**src/rtl/spi_pkg.sv**
```systemverilog
// Shared SPI link definitions: receiver FSM states and link-wide defaults.
package spi_pkg;

    typedef enum logic [2:0] {
        StSync,
        StIdle,
        StShift,
        StHold,
        StFlush
    } rx_state_t;

    localparam int unsigned SPI_WORD_W     = 8;
    localparam int unsigned SPI_FIFO_DEPTH = 4;

endpackage

```
**src/rtl/spi_rx_fifo.sv**
```systemverilog
// Show-ahead receive FIFO with exact occupancy count and registered overflow pulse.
module spi_rx_fifo
    import spi_pkg::*;
#(
    parameter int unsigned WORD_W     = SPI_WORD_W,
    parameter int unsigned FIFO_DEPTH = SPI_FIFO_DEPTH
) (
    input  logic                          i_clk,
    input  logic                          i_reset,
    input  logic                          i_push,
    input  logic [WORD_W-1:0]             i_push_data,
    input  logic                          i_pop,
    output logic [WORD_W-1:0]             o_data_out,
    output logic                          o_empty,
    output logic                          o_full,
    output logic [$clog2(FIFO_DEPTH):0]   o_count,
    output logic                          o_overflow
);

    localparam int unsigned AW = $clog2(FIFO_DEPTH);
    localparam int unsigned CW = AW + 1;

    logic [WORD_W-1:0] r_mem [FIFO_DEPTH];
    logic [AW-1:0]     r_rd_ptr;
    logic [AW-1:0]     r_wr_ptr;
    logic [CW-1:0]     r_count;
    logic              r_overflow;

    logic w_full;
    logic w_empty;
    logic w_pop;
    logic w_push;

    assign w_full  = (r_count == CW'(FIFO_DEPTH));
    assign w_empty = (r_count == '0);
    assign w_pop   = i_pop && !w_empty;
    // A simultaneous pop frees the slot, so a push into a full FIFO still lands.
    assign w_push  = i_push && (!w_full || w_pop);

    always_ff @(posedge i_clk) begin
        if (i_reset) begin
            for (int i = 0; i < FIFO_DEPTH; i++) begin
                r_mem[i] <= '0;
            end
            r_rd_ptr   <= '0;
            r_wr_ptr   <= '0;
            r_count    <= '0;
            r_overflow <= 1'b0;
        end else begin
            r_overflow <= i_push && w_full && !w_pop;
            if (w_push) begin
                r_mem[r_wr_ptr] <= i_push_data;
                r_wr_ptr        <= r_wr_ptr + AW'(1);
            end
            if (w_pop) begin
                r_rd_ptr <= r_rd_ptr + AW'(1);
            end
            if (w_push && !w_pop) begin
                r_count <= r_count + CW'(1);
            end else if (w_pop && !w_push) begin
                r_count <= r_count - CW'(1);
            end
        end
    end

    assign o_data_out = r_mem[r_rd_ptr];
    assign o_empty    = w_empty;
    assign o_full     = w_full;
    assign o_count    = r_count;
    assign o_overflow = r_overflow;

endmodule

```
**src/rtl/spi_receiver.sv**
```systemverilog
// SPI receive path: cs-framed MSB-first deserializer with frame checking,
// feeding a show-ahead FIFO. Completed words are pushed on their LSB edge.
module spi_receiver
    import spi_pkg::*;
#(
    parameter int unsigned WORD_W     = SPI_WORD_W,
    parameter int unsigned FIFO_DEPTH = SPI_FIFO_DEPTH
) (
    input  logic                          i_sclk,
    input  logic                          i_reset,
    input  logic                          i_mosi,
    input  logic                          i_cs,
    input  logic                          i_rd_en,
    output logic [WORD_W-1:0]             o_data_out,
    output logic                          o_empty,
    output logic                          o_full,
    output logic [$clog2(FIFO_DEPTH):0]   o_count,
    output logic                          o_frame_error,
    output logic                          o_overflow
);

    localparam int unsigned BCW = $clog2(WORD_W + 1);
    localparam logic [BCW-1:0] LAST_BIT = BCW'(WORD_W - 1);

    rx_state_t         r_state;
    logic [WORD_W-2:0] r_shift;
    logic [BCW-1:0]    r_bit_cnt;
    logic              r_frame_error;

    logic [WORD_W-1:0] w_word;
    logic              w_push;

    assign w_word = {r_shift, i_mosi};
    assign w_push = (r_state == StShift) && !i_cs && (r_bit_cnt == LAST_BIT);

    always_ff @(posedge i_sclk) begin
        if (i_reset) begin
            r_state       <= StSync;
            r_shift       <= '0;
            r_bit_cnt     <= '0;
            r_frame_error <= 1'b0;
        end else begin
            r_frame_error <= 1'b0;
            case (r_state)
                // Wait for a cs-high sample so a mid-frame reset cannot misalign words.
                StSync: begin
                    if (i_cs) r_state <= StIdle;
                end
                StIdle: begin
                    if (!i_cs) begin
                        r_shift   <= (WORD_W - 1)'(i_mosi);
                        r_bit_cnt <= BCW'(1);
                        r_state   <= StShift;
                    end
                end
                StShift: begin
                    if (i_cs) begin
                        r_frame_error <= 1'b1;
                        r_bit_cnt     <= '0;
                        r_state       <= StIdle;
                    end else if (r_bit_cnt == LAST_BIT) begin
                        r_shift   <= w_word[WORD_W-2:0];
                        r_bit_cnt <= '0;
                        r_state   <= StHold;
                    end else begin
                        r_shift   <= w_word[WORD_W-2:0];
                        r_bit_cnt <= r_bit_cnt + BCW'(1);
                    end
                end
                StHold: begin
                    if (i_cs) begin
                        r_state <= StIdle;
                    end else begin
                        r_frame_error <= 1'b1;
                        r_state       <= StFlush;
                    end
                end
                StFlush: begin
                    if (i_cs) r_state <= StIdle;
                end
                default: r_state <= StSync;
            endcase
        end
    end

    spi_rx_fifo #(
        .WORD_W     (WORD_W),
        .FIFO_DEPTH (FIFO_DEPTH)
    ) u_fifo (
        .i_clk       (i_sclk),
        .i_reset     (i_reset),
        .i_push      (w_push),
        .i_push_data (w_word),
        .i_pop       (i_rd_en),
        .o_data_out  (o_data_out),
        .o_empty     (o_empty),
        .o_full      (o_full),
        .o_count     (o_count),
        .o_overflow  (o_overflow)
    );

    assign o_frame_error = r_frame_error;

endmodule
```
**config.mk**
```make
export PLATFORM = sky130hd
export DESIGN_NAME = spi_receiver
export DESIGN_NICKNAME = d
export VERILOG_FILES = /design/src/rtl/spi_pkg.sv /design/src/rtl/spi_rx_fifo.sv /design/src/rtl/spi_receiver.sv
export SDC_FILE = /design/constraint.sdc
export NUM_CORES = 1
export LEC_CHECK = 0
export ABC_AREA = 1
export ABC_CLOCK_PERIOD_IN_PS = 3000
export CAP_MARGIN = 20
export CORE_UTILIZATION = 57
export DETAILED_ROUTE_END_ITERATION = 10
export PLACE_DENSITY = 0.87
export SETUP_SLACK_MARGIN = 0.02
export SYNTH_ARGS = -nofsm -noshare
export SYNTH_HDL_FRONTEND = slang
export SYNTH_SLANG_ARGS = --single-unit
export TNS_END_PERCENT = 30
```
**constraint.sdc**
```tcl
create_clock -name i_sclk -period 3 [get_ports i_sclk]
set_clock_uncertainty 0.05 [all_clocks]
set_input_delay 0.9 -clock i_sclk [delete_from_list [all_inputs] [get_ports i_sclk]]
set_output_delay 0.9 -clock i_sclk [all_outputs]
set_load 0.03 [all_outputs]
```
run_1/pdn.png
Bar = 20 µm. Pins as bars on the die edge.
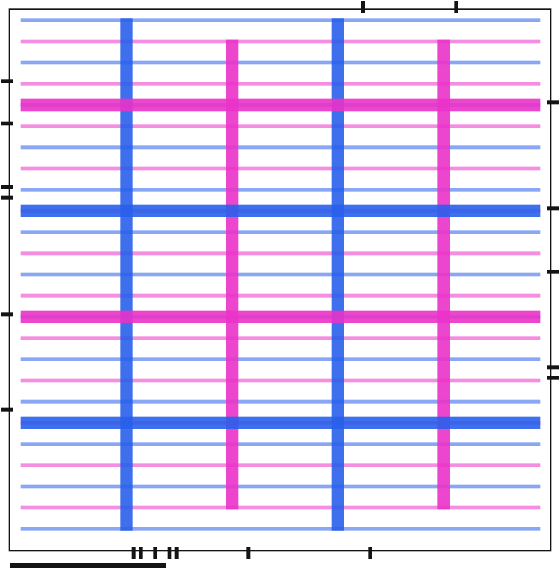
VDD: marked magenta. VSS: marked blue.
4 straps on met4. 20 signal pins sit on the boundary. The core has 24 rows.
Worst VDD drop: 0.543 mV
die height: 69.3 µm
Die Wd: 69.3 µm
core area: 4350 µm²

run_1/cell_classes.png
Bar = 20 µm.
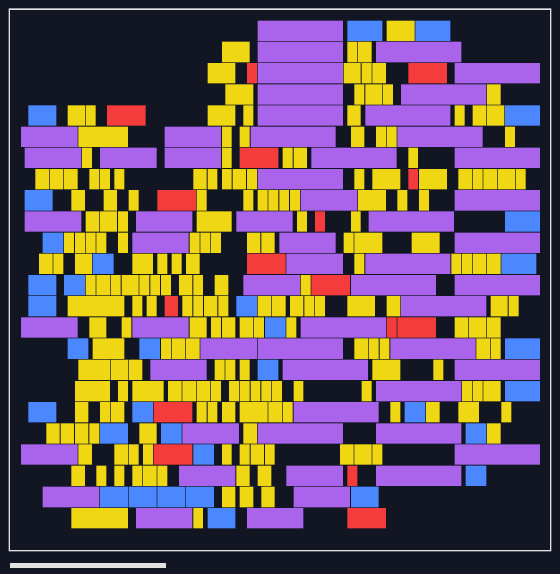
flops: marked purple, cells 57. all other logic: marked yellow, cells 211. other buffers and delay cells: marked blue, cells 33. clock drivers and dummy loads: marked red, cells 16.

run_1/clock_map.png
Bar = 20 µm.
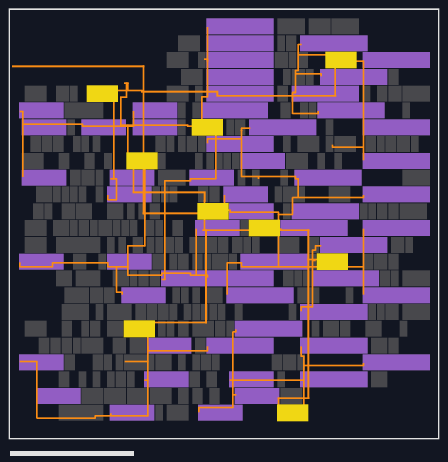
clock wires: marked orange, length 703 µm. flip-flops: marked purple, count 57. cells driving clock nets: marked yellow, count 9.
Position of the flops: spread over the die.

run_1/metal_stack.png
Two of the layers only.
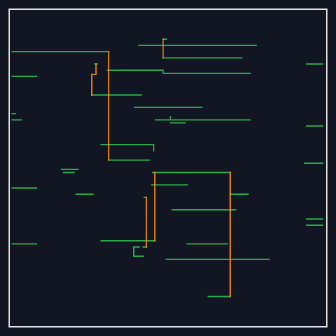
met4: marked orange, wire length 88.6 µm. met3: marked green, wire length 311 µm.

==> CHANGELOG.md, run 1 <==
## Flow update

- Gr usage total: 23.4%
- N_diodes: 0
- Cell Type Count: 26
- Placed cell count: 351
- Synth Register Bits: between 50 and 60
- Synth async-reset ratio: 0%
- Worst Hold End: u_fifo.r_rd_ptr[1]
- Hold path start: u_fifo.r_rd_ptr[1]
- Yosys cell count: about 270
- Worst hold stages: 2
- CTS root buffer: clkbuf_8
- Min Clock Period, post-route: 2.91 ns
- Kind of end point of the critical path: output port
- Final WL: roughly 5100 µm
- CP max FO: 7
- Row count: 24
- Status: complete, no violations
- Post-synthesis sequential area ratio: 56.6%
- Power Dens Cells: 683 nW/µm²
- Simple-Gate Area Share: 23.6%
- Maximum clock rate: 0.344 GHz
- Period utilization: 96.9%
- Sequential power share: 43.9%
- Final #Nets: 320
- Kind of cell adding the most delay to the critical path: buffers and inverters
- Rel. slew slack: 73.3%
- Ao+oa area frac: 11.8%
run 1: power groups by stage:
stage / sequential, µW / clock, µW / combinational, µW
detailed placement: 938 / 0 / 572
global route: 933 / 648 / 628
finish: 925 / 603 / 580
global placement: 936 / 0 / 554
floorplan: 956 / 0 / 333
CTS: 925 / 612 / 586
run 1: cell type report:
class	count	share of cell area, %
repair buffers	33	10.1
inverters	33	4.13
multi-input cells	178	31.1
clock buffers	15	5.06
well taps	52	2.11
clock inverters	1	0.162
flip-flops and latches	57	47.3
run 1: worst reg2reg max path, delay by kind of cell, from the launching register on:
family	cells	cell delay, ns
buffers and inverters	1	0.07
AND-OR/OR-AND	4	0.47
flip-flops	1	0.35
AND/OR/NAND/NOR	4	0.45
adder cells (fa/ha/maj)	3	0.73
run 1: metal layers:
metal | track usage [%] | wire [µm] | up-vias
met2 | 40.2 | 2570 | 54
met1 | 24.8 | 2090 | 931
met4 | 12.9 | 88 | 0
met5 | 0 | 0 | -
li1 | - | - | 1013
met3 | 8.14 | 311 | 13
run 1: cell usage in the layout, fill, tap and decap left out, drive strengths merged:
cell type,n
o22ai,8
nand2,37
nor2,45
nand4,5
a31oi,1
o21ai,28
a211oi,1
inv,30
ha,2
clkinv,3
nand3,14
fa,1
clkinvlp,1
dfxtp,25
a21oi,20
nor3,16
edfxtp,32
buf,14
clkdlybuf4s50,12
clkbuf,15
dlymetal6s2s,7
run 1: registers in the layout (all words and copies together), names as in the netlist, named ones only:
signal	count
o_frame_error	1
r_bit_cnt	4
r_shift	7
r_state	3
u_fifo.o_count	3
u_fifo.o_overflow	1
u_fifo.r_mem	32
u_fifo.r_rd_ptr	2
u_fifo.r_wr_ptr	2
run 1: timing repair:
action                                  in CTS  in global routing
buffers inserted                             2                  0
cloned                                       0                  0
endpoints found under the setup margin       2                  7
gates resized                                1                  7
==> inputs of run 2 (changes only) <==
--- a/config.mk
+++ b/config.mk
@@ -8,7 +8,9 @@
 export ABC_AREA = 1
 export ABC_CLOCK_PERIOD_IN_PS = 3000
 export CAP_MARGIN = 20
-export CORE_UTILIZATION = 57
+export CELL_PAD_IN_SITES_DETAIL_PLACEMENT = 1
+export CELL_PAD_IN_SITES_GLOBAL_PLACEMENT = 2
+export CORE_UTILIZATION = 36
 export DETAILED_ROUTE_END_ITERATION = 10
 export PLACE_DENSITY = 0.87
 export SETUP_SLACK_MARGIN = 0.02
run_2/metal_stack.png
Two of the layers only.
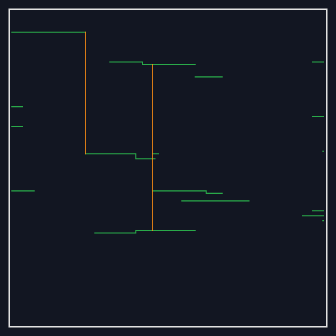
met3: marked green, wire length 168 µm. met4: marked orange, wire length 78.9 µm.
via count: 2000
gr usage total: 18.0%
WL/cell: 14.1 µm

==> run 2 against run 1 <==
- synthesized cell count unchanged
- die area increased by 56%
- critical path depth decreased by 1
- largest power group unchanged
- combinational power increased by 6.2%
- worst setup slack improved by 0.015 ns
- final cell count increased by 12%
==> CHANGELOG.md, run 2 <==
## Flow update

- Yosys cell count: 274 (unchanged)
- Post-Route M1 WL: 2650 µm (was 2090 µm)
- Largest registers: u_fifo.r_mem x32, r_shift x7, r_bit_cnt x4 (unchanged)
- N_diodes: 0 (unchanged)
- Kind of cell adding the most delay to the critical path: buffers and inverters (unchanged)
- Status: complete, no violations (unchanged)
- CP max FO: 9 (was 7)
- Synth Register Bits: 57 (unchanged)
- Synth async-reset ratio: 0% (unchanged)
- CTS root buffer: clkbuf_8 (unchanged)
- Core area: 6870 µm² (was 4350 µm²)
- Worst VDD drop: 0.268 mV (was 0.543 mV)
- Met2 wire len: 2940 µm (was 2570 µm)
- Kind of end point of the critical path: output port (unchanged)
- Die Wd: 86.7 µm (was 69.3 µm)
- Dominant logic cell type in the layout: nor2_1 (unchanged)
- Cell Type Count: 26 (unchanged)
- DR top layer: met4 (unchanged)
- Maximum clock rate: 0.346 GHz (was 0.344 GHz)
- Final #Nets: 322 (was 320)
- Final WL: 5830 µm (was 5060 µm)
- Max FFs per register: 32 (unchanged)
- Row count: 30 (was 24)
- Post-synthesis sequential area ratio: 56.6% (unchanged)
- Top Layout Cells: 41 x nor2_1, 35 x nand2_1, 32 x edfxtp_1 (unchanged)
- Ao+oa area frac: 11.8% (unchanged)
- Simple-Gate Area Share: 23.6% (unchanged)
run_2/clock_map.png
Bar = 20 µm.
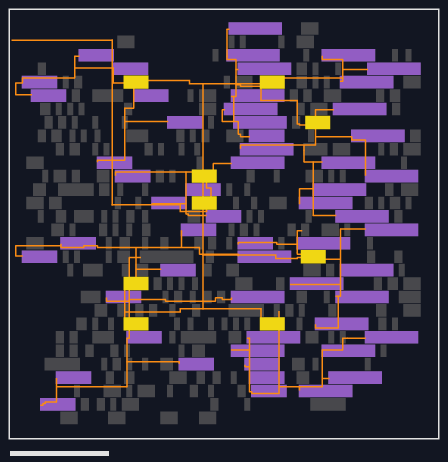
flip-flops: marked purple, count 57. clock wires: marked orange, length 804 µm. cells driving clock nets: marked yellow, count 9.
Position of the flops: spread over the die. There are 10 routed clock nets.
clock share of power: 31.8%
clk pwr: 716 µW
Late-Pin Clk Latency: 0.33 ns

run 2: cell counts after synthesis:
Identical to the previous run, type by type.
run 2: layout make-up:
type / instances / area share, %
clock buffer: 11 / 4.40
timing repair buffer: 35 / 10.9
multi-input combinational: 178 / 29.8
inverter: 33 / 3.97
clock inverter: 5 / 1.71
sequential: 57 / 45.4
tap: 96 / 3.74
run 2: timing repair:
action / CTS / global route
pin swaps: 0 / 0
buffers inserted: 1 / 0
hold endpoints to repair: 0 / 0
setup endpoints to repair: 4 / 3
gates resized: 1 / 1
gates cloned: 0 / 0
run 2: logic make-up after synthesis:
| group | Yosys count |
|---|---|
| flip-flops | 57 |
| AND-OR/OR-AND | 58 |
| buffers and inverters | 39 |
| adder cells (fa/ha/maj) | 3 |
| AND/OR/NAND/NOR | 117 |
run 2: worst paths after layout:
path                     start                 to  slack, ns  cells after the start
hold / removal      r_shift[6]         r_shift[6]       0.42                      2
setup reg to reg  r_bit_cnt[1]  u_fifo.o_count[2]       0.77                     12
setup / recovery     flip-flop      o_data_out[6]       0.11                      4
hold reg to reg     r_shift[6]         r_shift[6]       0.42                      2
run 2: worst min-delay path, delay by kind of cell, from the launching register on:
family / cells / cell delay [ns]
simple gates: 1 / 0.06
compound gates: 1 / 0.05
flops: 1 / 0.31
run 2: where the power goes:
| group | leakage, µW | internal (µW) | switching [µW] |
|---|---|---|---|
| Sequential | 0.000515 | 878 | 42.4 |
| Combinational | 0.000545 | 245 | 371 |
| Clock | 0.0000953 | 403 | 313 |
run 2: layer usage:
metal	vias up	global-route usage, %
met2	21	30.6
li1	1016	-
met5	-	0
met1	957	21.7
met3	6	5.43
met4	0	5.91
==> inputs of run 3 (changes only) <==
--- a/config.mk
+++ b/config.mk
@@ -14,6 +14,7 @@
 export DETAILED_ROUTE_END_ITERATION = 10
 export PLACE_DENSITY = 0.87
 export SETUP_SLACK_MARGIN = 0.02
+export SLEW_MARGIN = 10
 export SYNTH_ARGS = -nofsm -noshare
 export SYNTH_HDL_FRONTEND = slang
 export SYNTH_SLANG_ARGS = --single-unit
run_3/clock_map.png
Bar = 20 µm.
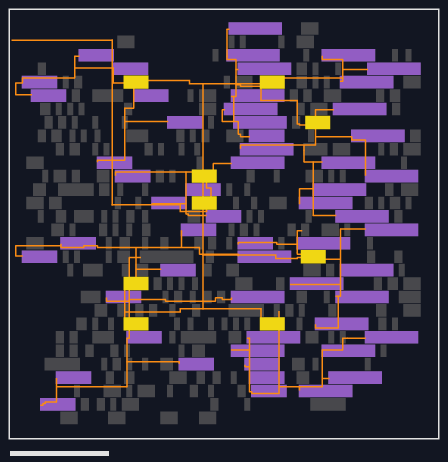
cells driving clock nets: marked yellow, count 9. clock wires: marked orange, length 804 µm. flip-flops: marked purple, count 57.
Position of the flops: spread over the die. There are 10 routed clock nets.

==> run 3 against run 2 <==
- sequential cell count unchanged
- total power unchanged
- synthesized cell count unchanged
- non-clock buffer count unchanged
- area after synthesis unchanged
- fmax unchanged
- cell area unchanged
- critical path depth unchanged
==> CHANGELOG.md, run 3 <==
## Flow update

- Final #Nets: 322 (unchanged)
- Die Wd: 86.7 µm (unchanged)
- Row count: 30 (unchanged)
- Cell Type Count: 26 (unchanged)
- CTS root buffer: clkbuf_8 (unchanged)
- Post-CTS Repair Setup Buffers: 1 (unchanged)
- Clock share of power: 31.8% (about the same)
- Kind of end point of the critical path: output port (unchanged)
- Sequential power share: 40.9% (about the same)
- Comb power frac: 27.4% (about the same)
- Hold path start: r_shift[6] (unchanged)
- Via count: 2000 (unchanged)
- N_diodes: 0 (unchanged)
- Rel. slew slack: 75.0% (unchanged)
- CP max FO: 9 (unchanged)
- Reg-to-reg slack, setup: 0.77 ns (about the same)
- Dominant logic cell type in the layout: nor2_1 (unchanged)
- WL/cell: 14.1 µm (unchanged)
- Gr usage total: 18.0% (unchanged)
- R2R depth: 12 (unchanged)
- Placed cell count: 398 (unchanged)
- Min Clock Period, post-route: 2.89 ns (unchanged)
- Reg with most FFs: u_fifo.r_mem (unchanged)
- Reg2reg start: r_bit_cnt[1] (unchanged)
- Largest registers: u_fifo.r_mem x32, r_shift x7, r_bit_cnt x4 (unchanged)
- Internal cell power: 1530 µW (unchanged)
- R2r endpoint: u_fifo.o_count[2] (unchanged)
- Top Layout Cells: 41 x nor2_1, 35 x nand2_1, 32 x edfxtp_1 (unchanged)
- Worst hold stages: 2 (unchanged)
- Status: complete, no violations (unchanged)
- Worst Hold End: r_shift[6] (unchanged)
- Worst VDD drop: 0.268 mV (unchanged)
- Period utilization: 96.4% (unchanged)
run_3/final_placement.png
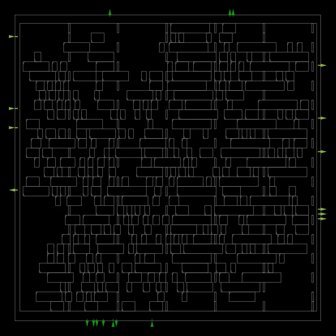
fillers: 803
Well Taps: 96
Seq/total area: 45.4%

run 3: worst max path at each step:
| stage | end | slack (ns) |
|---|---|---|
| after floorplan | u_fifo.o_count[2] | 0.58 |
| after global placement | u_fifo.o_count[2] | 0.07 |
| final | o_data_out[6] | 0.11 |
| after global routing | o_data_out[7] | 0.005 |
| after CTS | o_data_out[0] | 0.03 |
| after detailed placement | u_fifo.o_count[2] | 0.02 |
run 3: metrics by stage:
| stage | utilization [%] | power, µW |
|---|---|---|
| floorplan | - | 1290 |
| global placement | 43.6 | 1520 |
| detailed placement | 43.6 | 1540 |
| CTS | 46.8 | 2280 |
| global route | 46.8 | 2370 |
| finish | 46.8 | 2250 |
run 3: final cells by class:
cell class	instances	share of cell area [%]
clock buffer	11	4.40
clock inverter	5	1.71
inverter	33	3.97
sequential	57	45.4
tap	96	3.74
timing repair buffer	35	10.9
multi-input combinational	178	29.8
run 3: logic make-up after synthesis:
family | share of synthesized area [%]
AND-OR/OR-AND | 11.8
adder cells (fa/ha/maj) | 1.74
buffers and inverters | 6.25
flip-flops | 56.6
AND/OR/NAND/NOR | 23.6
run 3: routing by layer:
metal	share of wire (%)	track usage, %	wire length [µm]
met2	50	30.6	2940
met4	1.3	5.91	78
met1	45	21.7	2650
met5	0	0	0
met3	2.9	5.43	167
run 3: worst max-delay path: stages, from the launching register on:
cell             delay, ns
dfxtp_1               0.40
inv_1                 0.23
o21ai_0               0.16
o22ai_1               0.13
clkdlybuf4s50_1       0.69
run 3: power groups by stage:
stage          registers (µW)  logic (µW)  clock network, µW
2_1_floorplan             956         333                  0
3_3_place_gp              934         588                  0
3_5_place_dp              937         600                  0
4_1_cts                   922         622                732
5_1_grt                   929         672                769
6_report                  920         616                716
No activity file was given, so power comes from the tool's default toggle rates.
